==> config.mk <==
export PLATFORM = sky130hd
export DESIGN_NAME = mul_wb_stage_flat
export DESIGN_NICKNAME = d
export VERILOG_FILES = /design/src/rtl/mul_wb_stage_pkg.sv /design/src/rtl/mul_wb_stage_if.sv /design/src/rtl/wb_fifo2.sv /design/src/rtl/mul_wb_stage.sv /design/src/flat_wrapper.sv
export SDC_FILE = /design/constraint.sdc
export NUM_CORES = 1
export LEC_CHECK = 0
export ABC_AREA = 0
export CORE_ASPECT_RATIO = 1.5
export CORE_UTILIZATION = 45
export DETAILED_ROUTE_END_ITERATION = 8
export DONT_BUFFER_PORTS = 1
export RECOVER_POWER = 50
export SETUP_SLACK_MARGIN = 0.3
export SYNTH_ARGS = -nofsm -noshare
export SYNTH_HDL_FRONTEND = slang
export SYNTH_SLANG_ARGS = --single-unit
==> constraint.sdc <==
create_clock -name clk -period 2.3 [get_ports clk]
set_clock_uncertainty 0.2 [all_clocks]
set_input_delay 0.69 -clock clk [delete_from_list [all_inputs] [get_ports clk]]
set_output_delay 0.69 -clock clk [all_outputs]
set_load 0.05 [all_outputs]
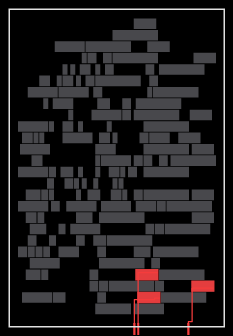
Run 1: I/O nets highlighted
Key: bus_wb_addr = red [bits 3, direction output, edge bottom, end cells 3, buffers 0, wire 43.9 um]
Port Buffer Count: 0
IO Pins: 39

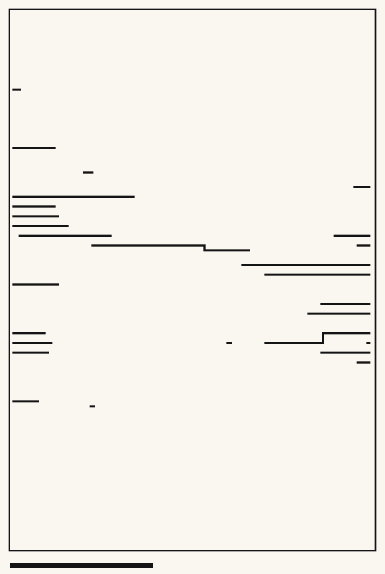
Run 1: metal 3
The bar under the picture is 20 um long.
The longest straight run is 17.7 um. 23 nets have wire on it. The layer holds 6.6% of the routed length. The wires run mostly horizontal. The layer carries 184 um of wire.
met3 global-route usage: 4.59%
drt total wl: 2790 um

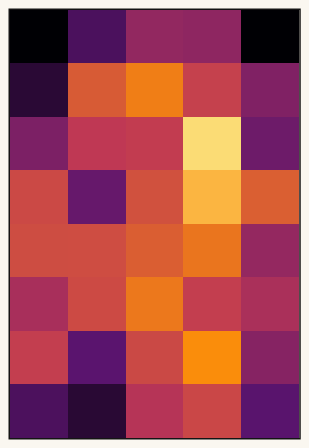
Run 1: local utilization
The die is cut into 5 by 8 equal tiles; black is low, pale yellow is high, 0 to 100% covered.
5.0% of the tiles are nearly empty. The emptiest ninth of the die: top left. The mean over all tiles is 46%.
Core Area: 3420 um2
post-layout util: 52.8%
fp util: 47.3%

==> flow_metrics.env, run 1 <==
# flow metrics
export IMPL_status="complete, no violations"
export IMPL_rsz0062_at_grt="yes"
export IMPL_signal_buffers=6
export IMPL_vias=947
export IMPL_xor_area_share_pct=1.08
export IMPL_warning_count=28
export IMPL_inverters=0
export IMPL_drt_iter0_markers=9
export IMPL_fmax_mhz=479
export IMPL_p_int_mw=1.02
export IMPL_power_mw=1.38
export IMPL_cts_tree="built"
export IMPL_antenna_cells=0
export IMPL_track_usage_pct=16.0
export IMPL_largest_cell_class="registers"
export IMPL_grt_pass1_wl_um=4400
export IMPL_power_share_clock_pct=30.8
export IMPL_dpl_cell_count=174
export IMPL_fin_crit_ns=2.09
export IMPL_antenna_found_initial=0
export IMPL_cp_cell_sequence="nand2_1, o21ai_2, clkbuf_1"
Run 1, cell outlines without signal wires:
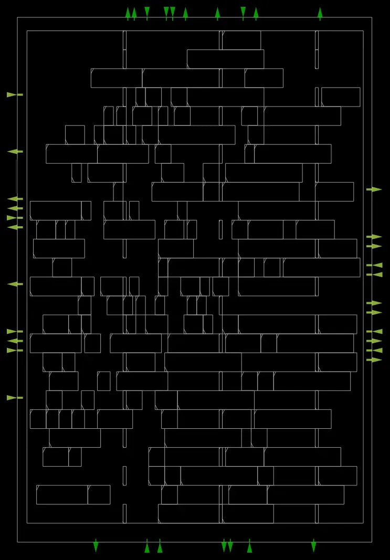

## Run 2: what changed since run 1
--- a/config.mk
+++ b/config.mk
@@ -5,9 +5,10 @@
 export SDC_FILE = /design/constraint.sdc
 export NUM_CORES = 1
 export LEC_CHECK = 0
-export ABC_AREA = 0
+export ABC_AREA = 1
 export CORE_ASPECT_RATIO = 1.5
 export CORE_UTILIZATION = 45
+export CTS_BUF_LIST = sky130_fd_sc_hd__clkbuf_4
 export DETAILED_ROUTE_END_ITERATION = 8
 export DONT_BUFFER_PORTS = 1
 export RECOVER_POWER = 50
==> constraint.sdc (replaced) <==
create_clock -name clk -period 2.68 [get_ports clk]
set_clock_uncertainty 0.2 [all_clocks]
set_input_delay 0.804 -clock clk [delete_from_list [all_inputs] [get_ports clk]]
set_output_delay 0.804 -clock clk [all_outputs]
set_load 0.05 [all_outputs]
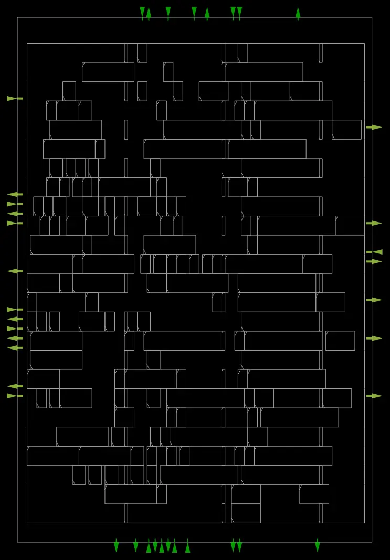
Run 2: cell outlines without signal wires
post-layout util: 50.5%
tap cell count: 40

==> run 2 against run 1 <==
Against the previous run: design area fell by 8.9%; area after synthesis down 2.6%; sequential power fell by 13%; non-clock buffer count down 2; critical path type unchanged; critical endpoint is now u_core.u_fifo.addr_mem[0][2]$_SDFFCE_PN0P_; largest cell class unchanged.
==> flow_metrics.env, run 2 <==
# flow metrics
export IMPL_dpl_cell_count=184
export IMPL_pin_count=39
export IMPL_inverters=16
export IMPL_fin_crit_ns=2.29
export IMPL_core_area_um2=3250
export IMPL_rsz0062_at_grt="no"
export IMPL_core_util_floorplan_pct=48.3
export IMPL_vias=993
export IMPL_status="complete, no violations"
export IMPL_xor_area_share_pct=0.557
export IMPL_signal_buffers=4
export IMPL_io_buffers=0
export IMPL_cts_tree="built"
export IMPL_grt_pass1_wl_um=4410
export IMPL_met3_usage_pct=5.11
export IMPL_drt_total_wl_um=2820
export IMPL_largest_cell_class="registers"
export IMPL_cp_cell_sequence="clkbuf_1, nand2_1, nor2_1, nand2_1, nand2_1"
export IMPL_track_usage_pct=16.5
export IMPL_fmax_mhz=437
export IMPL_power_mw=1.13
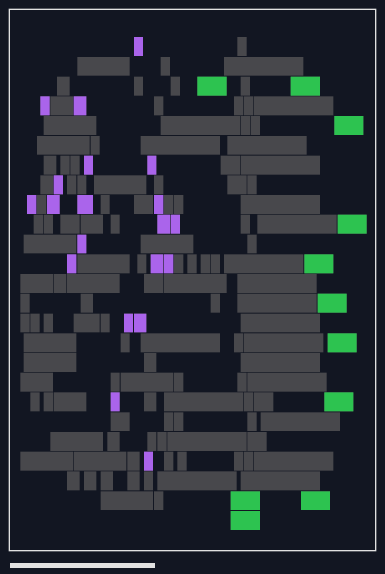
Run 2: logic cells by family
The bar under the picture is 20 um long.
Key: NAND gates = purple [cells 20, most used nand2_1]; multiplexers = green [cells 11, most used mux2_2]
fin cells: 192
Comb/total area: 28.8%
Top cell excl fill/tap: nor2_1

Power and IR drop assume default switching activity.
